**src/rtl/periph_rx_pkg.sv**
```systemverilog
// -----------------------------------------------------------------------------
// periph_rx_pkg
// Shared types for the peripheral-side receive buffer:
//   rx_state_t : handshake FSM states (IDLE, ACK_HI, WAIT_LOW)
//   CHAN_W     : width of the channel tag
//   RX_DATA_W  : default width of the dado word
//   rx_entry_t : one buffered word {chan, data} at the default width
// -----------------------------------------------------------------------------
package periph_rx_pkg;

    localparam int CHAN_W    = 1;
    localparam int RX_DATA_W = 16;

    typedef enum logic [1:0] {
        IDLE     = 2'd0,
        ACK_HI   = 2'd1,
        WAIT_LOW = 2'd2
    } rx_state_t;

    typedef struct packed {
        logic [CHAN_W-1:0]    chan;
        logic [RX_DATA_W-1:0] data;
    } rx_entry_t;

endpackage

```
**src/rtl/periph_rx_fifo.sv**
```systemverilog
// -----------------------------------------------------------------------------
// periph_rx_fifo
// Synchronous DEPTH-entry FIFO of entry_t words with a first-word-fall-through
// head. Pushes while full and pops while empty are ignored.
// Ports:
//   clk, rst            clock, synchronous active-low reset
//   push, push_entry    write request and word
//   pop                 read request (advances the head)
//   head_valid, head    head word; head reads as zero while empty
//   count               occupancy, 0..DEPTH
// -----------------------------------------------------------------------------
module periph_rx_fifo
    import periph_rx_pkg::*;
#(
    parameter int  DEPTH   = 4,
    parameter type entry_t = rx_entry_t
) (
    input  logic                       clk,
    input  logic                       rst,
    input  logic                       push,
    input  entry_t                     push_entry,
    input  logic                       pop,
    output logic                       head_valid,
    output entry_t                     head,
    output logic [$clog2(DEPTH):0]     count
);

    localparam int PTR_W = $clog2(DEPTH);
    localparam int CNT_W = PTR_W + 1;

    entry_t             mem [DEPTH];
    logic [PTR_W-1:0]   wr_ptr;
    logic [PTR_W-1:0]   rd_ptr;
    logic [CNT_W-1:0]   cnt;
    logic               do_push;
    logic               do_pop;

    assign do_push = push && (cnt != CNT_W'(DEPTH));
    assign do_pop  = pop  && (cnt != '0);

    // DEPTH is a power of two, so the pointers wrap by natural overflow.
    always_ff @(posedge clk) begin
        if (!rst) begin
            wr_ptr <= '0;
            rd_ptr <= '0;
            cnt    <= '0;
        end else begin
            if (do_push) wr_ptr <= wr_ptr + PTR_W'(1);
            if (do_pop)  rd_ptr <= rd_ptr + PTR_W'(1);
            case ({do_push, do_pop})
                2'b10:   cnt <= cnt + CNT_W'(1);
                2'b01:   cnt <= cnt - CNT_W'(1);
                default: cnt <= cnt;
            endcase
        end
    end

    // NOTE: the storage array has no reset; stale words are never visible
    // because the head is forced to zero whenever the FIFO is empty.
    always_ff @(posedge clk) begin
        if (do_push) mem[wr_ptr] <= push_entry;
    end

    assign head_valid = (cnt != '0);
    assign head       = head_valid ? mem[rd_ptr] : '0;
    assign count      = cnt;

endmodule

```
**src/rtl/periph_rx_buffer.sv**
```systemverilog
// -----------------------------------------------------------------------------
// periph_rx_buffer
// Peripheral-side receiver for the processor->peripheral bus. Completes the
// two-channel 4-phase send/ack handshake, captures {channel, dado} into a
// FIFO and offers the words on a valid/ready read port.
// Ports:
//   clk, rst       peripheral clock, synchronous active-low reset
//   dado           data word, stable while the matching send bit is high
//   send[1:0]      per-channel request
//   ack[1:0]       per-channel acknowledge (registered, at most one bit high)
//   rd_valid       FIFO head valid
//   rd_ready       consumer accepts the head
//   rd_data        head data (zero while empty)
//   rd_chan        head channel tag (zero while empty)
//   count          FIFO occupancy
// Configuration:
//   PERIPH_RX_SYNC_EN  when defined, each send bit passes through a 2-flop
//                      synchronizer; when undefined send is used directly and
//                      must come from the clk domain.
// -----------------------------------------------------------------------------
module periph_rx_buffer
    import periph_rx_pkg::*;
#(
    parameter int DEPTH  = 4,
    parameter int DATA_W = 16
) (
    input  logic                   clk,
    input  logic                   rst,
    input  logic [DATA_W-1:0]      dado,
    input  logic [1:0]             send,
    output logic [1:0]             ack,
    output logic                   rd_valid,
    input  logic                   rd_ready,
    output logic [DATA_W-1:0]      rd_data,
    output logic                   rd_chan,
    output logic [$clog2(DEPTH):0] count
);

    localparam int CNT_W = $clog2(DEPTH) + 1;

    typedef struct packed {
        logic [CHAN_W-1:0] chan;
        logic [DATA_W-1:0] data;
    } entry_t;

    logic [1:0] send_s;

`ifdef PERIPH_RX_SYNC_EN
    logic [1:0] sync_q1;
    logic [1:0] sync_q2;

    // dado is not synchronized: it is held stable for the whole handshake.
    always_ff @(posedge clk) begin
        if (!rst) begin
            sync_q1 <= 2'b00;
            sync_q2 <= 2'b00;
        end else begin
            sync_q1 <= send;
            sync_q2 <= sync_q1;
        end
    end
    assign send_s = sync_q2;
`else
    assign send_s = send;
`endif

    rx_state_t  state;
    rx_state_t  state_nxt;
    logic       cur;
    logic       last;
    logic       sel;
    logic       space;
    logic [1:0] eligible;
    logic       push;
    logic [1:0] ack_nxt;
    entry_t     push_entry;
    entry_t     head;

    assign space    = (count < CNT_W'(DEPTH));
    assign eligible = send_s & {2{space}};

    // On a tie serve the channel not served last; otherwise the only
    // eligible one (sel is a don't-care when neither is eligible).
    assign sel = (eligible == 2'b11) ? ~last : ~eligible[0];

    // State register; cur, last and ack are updated alongside the state.
    always_ff @(posedge clk) begin
        if (!rst) begin
            state <= IDLE;
            cur   <= 1'b0;
            last  <= 1'b1;
            ack   <= 2'b00;
        end else begin
            state <= state_nxt;
            ack   <= ack_nxt;
            if (push) begin
                cur  <= sel;
                last <= sel;
            end
        end
    end

    // Next-state logic.
    // NOTE: every signal written here gets a default first so no latch is
    // inferred on paths that do not assign it.
    always_comb begin
        state_nxt = state;
        case (state)
            IDLE:     if (|eligible)   state_nxt = ACK_HI;
            ACK_HI:                    state_nxt = WAIT_LOW;
            WAIT_LOW: if (!send_s[cur]) state_nxt = IDLE;
            default:                   state_nxt = IDLE;
        endcase
    end

    // Outputs: capture strobe and the acknowledge to be registered. The ack
    // follows the channel that will be current after this edge.
    always_comb begin
        push    = (state == IDLE) && (|eligible);
        ack_nxt = 2'b00;
        if (state_nxt != IDLE) begin
            ack_nxt = push ? (2'b01 << sel) : (2'b01 << cur);
        end
    end

    assign push_entry.chan = sel;
    assign push_entry.data = dado;

    periph_rx_fifo #(
        .DEPTH   (DEPTH),
        .entry_t (entry_t)
    ) u_fifo (
        .clk        (clk),
        .rst        (rst),
        .push       (push),
        .push_entry (push_entry),
        .pop        (rd_valid && rd_ready),
        .head_valid (rd_valid),
        .head       (head),
        .count      (count)
    );

    assign rd_data = head.data;
    assign rd_chan = head.chan;

endmodule

```
**config.mk**
```make
export PLATFORM = sky130hd
export DESIGN_NAME = periph_rx_buffer
export DESIGN_NICKNAME = d
export VERILOG_FILES = /design/src/rtl/periph_rx_pkg.sv /design/src/rtl/periph_rx_fifo.sv /design/src/rtl/periph_rx_buffer.sv
export SDC_FILE = /design/constraint.sdc
export NUM_CORES = 1
export LEC_CHECK = 0
export ABC_AREA = 1
export CAP_MARGIN = 20
export CORE_ASPECT_RATIO = 1.2
export CORE_MARGIN = 1.5
export CORE_UTILIZATION = 59
export DETAILED_ROUTE_END_ITERATION = 7
export DONT_BUFFER_PORTS = 1
export PLACE_DENSITY = 0.75
export SLEW_MARGIN = 30
export SYNTH_ARGS = -nofsm -noshare
export SYNTH_HDL_FRONTEND = slang
export SYNTH_SLANG_ARGS = --single-unit
```
**constraint.sdc**
```tcl
create_clock -name clk -period 2.23 [get_ports clk]
set_input_delay 0.446 -clock clk [delete_from_list [all_inputs] [get_ports clk]]
set_output_delay 0.446 -clock clk [all_outputs]
set_load 0.005 [all_outputs]
```
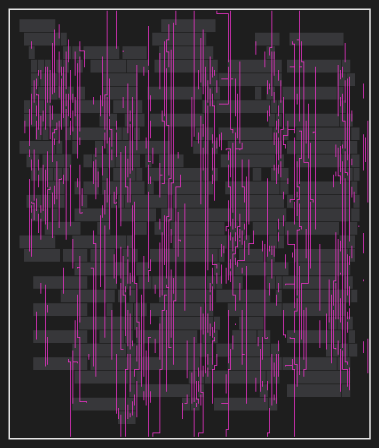
**Above:** run 1 (M2 wires).
Cells faint in the background.
wire length on this layer: 3230 um
main direction: vertical
longest straight run: 61.5 um
share of all routed wire: 54%
total wire length: 6030 um
GR Util met2: 0.371
DR vias: 2070

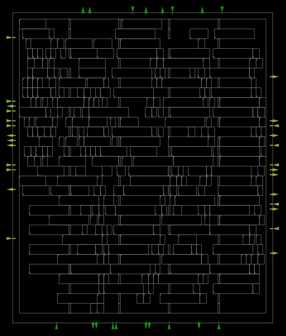
**Above:** run 1 (placed standard cells).
Core Area: 5590 um2
row count: 30
Core Util, Final: 0.651
seq_cells: 83

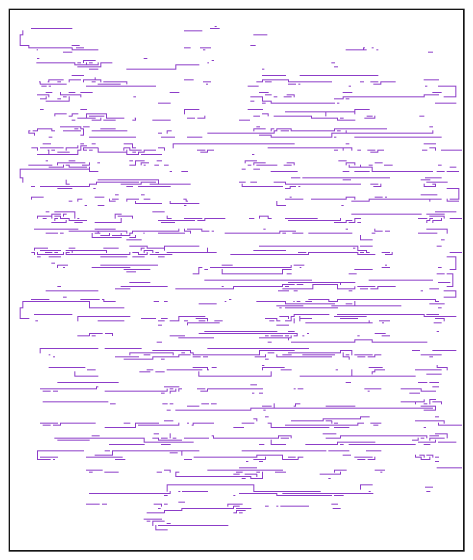
**Above:** run 1 (metal 1).
main direction: horizontal
longest straight run: 29.0 um
wire length on this layer: 2390 um
nets with wire on the layer: 304
share of all routed wire: 40%

==> run 1: cell usage after synthesis <==
cell type,n
buf_2,5
nor2_4,1
o21ai_0,14
o21ai_1,25
buf_6,7
nand4_1,1
xor2_1,1
inv_1,19
nand2_1,19
a21oi_1,25
inv_2,3
ha_1,5
clkbuf_2,1
edfxtp_1,68
dfxtp_1,15
inv_4,2
nand3_2,2
nand3_1,4
fa_1,1
nor2_1,82
==> run 1: per-stage QoR <==
step / cells / hold slack [ns] / cell area [um2]
after detailed placement: 360 / 0.471 / 3450
after global routing: 376 / 0.165 / 3640
final: 376 / 0.194 / 3640
after CTS: 376 / 0.172 / 3640
after floorplan: 300 / 0.443 / 3390
after global placement: 360 / 0.457 / 3450
==> run 1: worst max path at each step <==
stage | startpoint | endpoint | depth (start not counted)
floorplan | send[0] | u_fifo.mem[0][0]$_DFFE_PP_ | 5
global placement | send[0] | u_fifo.count[2]$_SDFFE_PN0P_ | 10
detailed placement | send[0] | u_fifo.count[2]$_SDFFE_PN0P_ | 10
CTS | flip-flop | rd_chan | 4
global route | flip-flop | rd_chan | 4
finish | flip-flop | rd_data[5] | 4
==> run 1: per-layer routing <==
metal  wire (um)  global-route usage
met1        2390               0.213
met2        3230               0.371
met3         347              0.0776
met4          58              0.0772
met5           0                   0
==> run 1: cell type report <==
type	instances	area (um2)
fillers	434	1950
inverters	24	95.1
clock buffers	14	163
multi-input cells	180	848
repair buffers	9	80.1
flip-flops and latches	83	2340
well taps	64	80.1
clock inverters	2	35.0
==> run 1: kinds of logic after synthesis <==
kind of cell	Yosys count	synth area share
AOI/OAI and AO/OA	64	0.0944
xor gates and xnor gates	1	0.00258
adders and majority gates	6	0.0243
buffers and inverters	37	0.0601
DFF	83	0.690
and+or+nand+nor	109	0.129
==> metrics.yaml, run 1 <==
startpoint_type: "flip-flop"
worst_slew_pin_slew_ns: 0.386
ys_cells: 300
hold_buffers: 0
fp_util: 0.607
clock_path_buffers: 2
cts_root_buf: "clkbuf_8"
period_used_share: 0.923
largest_reg_flops: 68
crit_chain: "buf_12 > inv_4 > o21ai_0 > a21oi_1"
clk_latency_ns: 0.34
endpoint_kind: "output pin"
crit_type: "reg -> out"
ys_seq_frac: 0.690
lay_top_cells: "nor2_1, edfxtp_1, o21ai_1, a21oi_1"
grt_max_degree: 35
min_to: "u_fifo.mem[3][1]$_DFFE_PP_"
first_iter_violations: 168
dieArea_um2: 6220
maxSlewHeadroom: 0.743
drive_gt1_frac: 0.0962
antenna_found_initial: 0
grtUsageTotal: 0.205
diodes: 0
numPortBuffers: 0
grt_pass1_vias: 2004
syn-num-nets: 327
clock-sinks: 83
yosysUniqueCellTypes: 20
hold_depth: 0
hp-class: "in -> reg"
grt-ovfl-total: 0
h-tree-depth: 3
slowest_delay_ns: 0.40
path_clk_slew_ns: 0.08
place_ws_ns: 0.337
place_congestion: 0.748
synth_area_per_cell_um2: 11.3
grt_pass1_wl_um: 9140
netlist_instances: 300
skew_ns: 0.00864
crit_path_top_delay_cell: "dfxtp_1"
setup_viol: 0
routed_via_density: 5.51
cp_max_fo: 34
status: "finished clean"
dp_hpwl_um: 3700
drtPass1Iterations: 6
yosys_area_um2: 3390
netlist.area_leader.share: 0.602
reg2reg_slack_ns: 0.36
cts_buffers: 9
numSynthFlops: 83
setup_slack_ns: 0.171
r2r-start: "u_fifo.count[1]$_SDFFE_PN0P_"
fin_crit_ns: 2.06
max_freq_mhz: 486
post_cts_buffers: 0
topCellsByArea: "edfxtp_1, nor2_1, dfxtp_1"
io-pin-count: 44
layout.nets: 334
hold_violations: 0
tool_warnings: 29
yosysWarnings: 0
crit_buf_inv: 2
lay_top_count: "nor2_1"
largest_register: "u_fifo.mem"
final_max_slew_viol_count: 0
r2r_cells: 11
rsz0062_at_grt: "no"
maxCapViolCount: 0
syn_area_um2: 3390
setup_tns_ns: 0
areaGrowthSynthToFinish_pct: 7.33
remaining_drc_errors: 0
crit_arrival_ns: 1.61
wire_per_inst_um: 16.0
cp_top_family: "buffers and inverters"
cts-resized-gates: 0
drtAntennaViolNets: 0
## Run 2: what changed since run 1
--- a/config.mk
+++ b/config.mk
@@ -9,5 +9,5 @@
 export CAP_MARGIN = 20
 export CORE_ASPECT_RATIO = 1.2
-export CORE_MARGIN = 1.5
+export CORE_MARGIN = 4
 export CORE_UTILIZATION = 59
 export DETAILED_ROUTE_END_ITERATION = 7
==> constraint.sdc (replaced) <==
create_clock -name clk -period 2.23 [get_ports clk]
set_input_delay 0.446 -clock clk [delete_from_list [all_inputs] [get_ports clk]]
set_output_delay 0.446 -clock clk [all_outputs]
set_load 0.1 [all_outputs]
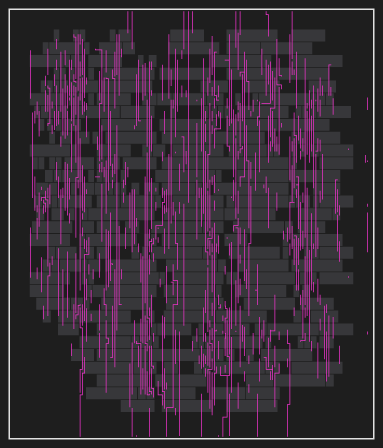
**Above:** run 2 (M2 wires).
Cells faint in the background.
DR vias: 2196
total wire length: 6250 um

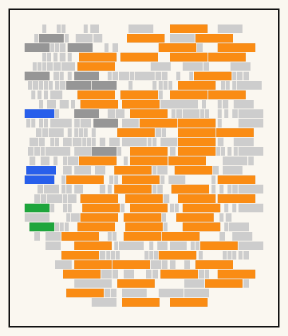
**Above:** run 2 (sequential cells colored by netlist name).
Other sequential cells in the stronger gray, the rest of the logic in the fainter gray.
| signal | color | sequential cells |
|---|---|---|
| u_fifo.mem | orange | 68 |
| u_fifo.count | blue | 3 |
| u_fifo.wr_ptr | green | 2 |
not colored: 10
fraction of area in registers: 0.562
Core Util, Final: 0.744
sequential cell area: 2350 um2

==> metrics.yaml, run 2 <==
hp-class: "in -> reg"
setup_slack_ns: 0.113  # -0.0583 ns
largest_register: "u_fifo.mem"
lay_top_cells: "nor2_1, edfxtp_1, o21ai_1"
largest_reg_flops: 68  # unchanged
routed_via_density: 5.53  # +0.48%
startpoint_type: "flip-flop"
final_area_um2: 4190  # +15%
crit_type: "reg -> out"
place_ws_ns: 0.394  # +0.0578 ns
grt_max_degree: 36  # +2.9%
grt-ovfl-total: 0  # unchanged
rows: 30  # unchanged
topCellsByArea: "edfxtp_1, nor2_1, dfxtp_1"
hold_buffers: 0  # unchanged
areaGrowthSynthToFinish_pct: 23.4
period_used_share: 0.949  # +0.0261
cp_top_family: "buffers and inverters"
maxCapViolCount: 0  # unchanged
drtPass1Iterations: 4  # -2
status: "finished clean"
h-tree-depth: 3  # unchanged
place_inst: 381  # +5.8%
yosysUniqueCellTypes: 20  # unchanged
core_area_um2: 5630  # +0.67%
syn_area_um2: 3390  # unchanged
ys_cells: 300  # unchanged
wire_per_inst_um: 15.8  # -1.7%
endpoint_kind: "output pin"
place_congestion: 0.755  # +0.83%
crit_buf_inv: 3  # +1
yosysWarnings: 0  # unchanged
clock-sinks: 83  # unchanged
num-fill-cells: 373  # -14%
layout.nets: 355  # +6.3%
first_iter_violations: 168  # unchanged
antenna_found_initial: 0  # unchanged
lay_top_count: "nor2_1"
holdWs_ns: 0.178  # -0.0157 ns
cts_buffers: 9  # unchanged
ff_type: "edfxtp_1"
synthArstFlopShare: 0  # unchanged
max_freq_mhz: 472  # -2.8%
yosys_area_um2: 3390  # unchanged
fp_util: 0.603  # -0.00405
clk_latency_ns: 0.35  # about the same
crit_path_top_delay_cell: "dfxtp_1"
grt_pass1_vias: 2232  # +11%
yosysMostFrequentCell: "nor2_1"
grtUsageTotal: 0.194  # -0.0107
fin_cells: 397  # +5.6%
dieArea_um2: 7040  # +13%
diodes: 0  # unchanged
grt_pass1_wl_um: 10400  # +14%
cts_root_buf: "clkbuf_8"
## run 2: netlist changes by cell type in the layout (fill, tap and decap cells not counted), moves of 3 or more
cell	previous run	this run
buf_12	1	18
buf_4	8	12
dfxtp_1	15	12
a21oi_2	0	7
a21oi_1	25	8
a21oi_4	0	10
dfxtp_4	0	3
## run 2: worst paths after layout
check | cells past startpoint | endpoint | slack, ns | start
setup / recovery | 5 | rd_chan | 0.11 | flip-flop
hold / removal | 1 | last$_SDFFE_PN1N_ | 0.18 | rst
setup reg to reg | 12 | u_fifo.count[2]$_SDFFE_PN0P_ | 0.45 | u_fifo.count[1]$_SDFFE_PN0P_
hold reg to reg | 2 | last$_SDFFE_PN1N_ | 0.50 | last$_SDFFE_PN1N_
## run 2: layer usage
metal	wire, um	part of all wire	global-route usage
met1	2420	0.39	0.222
met2	3320	0.53	0.329
met3	389	0.062	0.0585
met4	130	0.021	0.0979
met5	0	0	0
## run 2: layout make-up
| class | instances | area, um2 | share of cell area |
|---|---|---|---|
| inverters | 24 | 103 | 0.0245 |
| well taps | 64 | 80.1 | 0.0191 |
| clock inverters | 5 | 77.6 | 0.0185 |
| repair buffers | 30 | 450 | 0.107 |
| flip-flops and latches | 83 | 2350 | 0.562 |
| clock buffers | 11 | 131 | 0.0314 |
| multi-input cells | 180 | 995 | 0.237 |
## run 2: cell families after synthesis
logic type,synth area share
AND-OR/OR-AND,0.0944
XOR/XNOR,0.00258
adder cells (fa/ha/maj),0.0243
buffers and inverters,0.0601
flip-flops,0.690
AND/OR/NAND/NOR,0.129
## Run 3: what changed since run 2
CORE_MARGIN = default   (was 4)
SLEW_MARGIN = 5   (was 30)
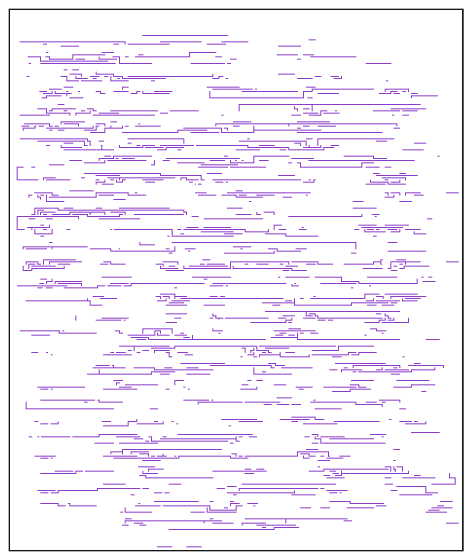
**Above:** run 3 (metal 1).
DR vias: 2209
total wire length: 6810 um

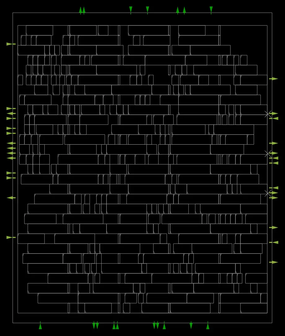
**Above:** run 3 (placed standard cells).
fraction of area in registers: 0.557
Tapcells: 62
Core Area: 5410 um2

==> metrics.yaml, run 3 <==
wire_per_inst_um: 17.0  # +8.1%
fp_util: 0.628  # +0.0250
grt_pass1_vias: 2255  # +1.0%
clk_latency_ns: 0.35  # about the same
routed_via_density: 5.52  # -0.16%
place_ws_ns: 0.376  # -0.0184 ns
fin_util: 0.782  # +0.0382
worst_slew_pin_slew_ns: 0.319
largest_reg_flops: 68  # unchanged
antenna_found_initial: 0  # unchanged
drtPass1Iterations: 7  # +3
grtUsageTotal: 0.245  # +0.0505
synth-adder-area-share: 0.0243  # unchanged
yosys_area_um2: 3390  # unchanged
cts_buffers: 9  # unchanged
maxCapViolCount: 0  # unchanged
largest_register: "u_fifo.mem"
cts_root_buf: "clkbuf_8"
yosysUniqueCellTypes: 20  # unchanged
dieArea_um2: 6060  # -14%
drtAntennaViolNets: 0
num-fill-cells: 324  # -13%
min_from: "dado[13]"
startpoint_type: "flip-flop"
diodes: 0  # unchanged
crit_path_top_delay_cell: "dfxtp_2"
clock-sinks: 83  # unchanged
violations: "design-rule violations"
simple_gate_share: 0.129  # unchanged
areaGrowthSynthToFinish_pct: 24.6
grt-ovfl-total: 0  # unchanged
setup_tns_ns: 0
r2r_end: "u_fifo.count[2]$_SDFFE_PN0P_"
placed_area_um2: 4010
hold_depth: 0  # -1
lay_top_cells: "nor2_1, edfxtp_1, o21ai_1"
holdWs_ns: 0.189  # +0.0107 ns
final_area_um2: 4230  # +0.96%
place_congestion: 0.733  # -2.8%
setup_slack_ns: 0.150  # +0.0368 ns
logic_family: "simple AND/OR/NAND/NOR gates"
r2r-start: "u_fifo.count[2]$_SDFFE_PN0P_"
dp_hpwl_um: 4300
min_to: "u_fifo.mem[1][13]$_DFFE_PP_"
remaining_drc_errors: 3
top_area_cell: "edfxtp_1"
hp-class: "in -> reg"
status: "complete, but fails checks"
crit_buf_inv: 2  # -1
rows: 29  # -3.3%
yosysMostFrequentCell: "nor2_1"
mux_share: 0  # unchanged
crit_type: "reg -> out"
layout.nets: 360  # +1.4%
fin_cells: 400  # +0.76%
topCellsByArea: "edfxtp_1, nor2_1, dfxtp_1"
yosysWarnings: 0  # unchanged
synthArstFlopShare: 0  # unchanged
ys_cells: 300  # unchanged
synthAoiAreaFrac: 0.0944  # unchanged
endpoint_kind: "output pin"
reg2reg_slack_ns: 0.43  # -0.02 ns
r2r_cells: 12  # unchanged
die_w_um: 71.2
lay_top_count: "nor2_1"
synth_xor_xnor_area_share: 0.00258  # unchanged
hold_buffers: 0  # unchanged
grt_pass1_wl_um: 10800  # +4.2%
logic_area_um2: 995  # unchanged
register_area_um2: 2350  # about the same
place_inst: 383  # +0.52%
h-tree-depth: 3  # unchanged
period_used_share: 0.933  # -0.0165
first_iter_violations: 149  # -11%
grt_max_degree: 36  # unchanged
ff_type: "edfxtp_1"
syn_area_um2: 3390  # unchanged
cp_top_family: "flip-flops"
max_freq_mhz: 481  # +1.8%
run 3: netlist changes by cell type in the layout (fill, tap and decap cells not counted), sizes merged:
cell and delta:
clkinvlp -1, bufinv -2, clkinv -1, clkbuf +5, buf +4
run 3: area by class of cell:
| type | count | area share |
|---|---|---|
| well taps | 62 | 0.0183 |
| repair buffers | 35 | 0.119 |
| clock buffers | 15 | 0.0444 |
| inverters | 24 | 0.0248 |
| clock inverters | 1 | 0.00118 |
| flip-flops and latches | 83 | 0.557 |
| multi-input cells | 180 | 0.235 |
run 3: timing repair:
item,4_1_cts,5_1_grt
cloned,0,1
endpoints found under the setup margin,2,1
hold endpoints to repair,0,0
pin swaps,0,1
gates resized,1,2
run 3: layer usage:
layer | part of all wire | wire length, um | up-vias | track usage
met5 | 0 | 0 | - | 0
met4 | 0.012 | 83 | 0 | 0.104
met3 | 0.058 | 392 | 7 | 0.0748
met2 | 0.52 | 3550 | 67 | 0.415
met1 | 0.41 | 2790 | 1054 | 0.289
li1 | - | - | 1081 | -
run 3: worst max-delay path by stage:
stage,end,slack [ns],cells past startpoint
final,rd_data[2],0.15,6
after global routing,rd_data[2],0.02,6
after CTS,rd_chan,0.08,5
after detailed placement,rd_data[5],0.38,5
after global placement,rd_chan,0.44,5
after floorplan,rd_chan,-0.12,4
run 3: cells by family after synthesis:
family                   count (synthesis)
XOR/XNOR                                 1
AND-OR/OR-AND                           64
buffers and inverters                   37
AND/OR/NAND/NOR                        109
adder cells (fa/ha/maj)                  6
flip-flops                              83
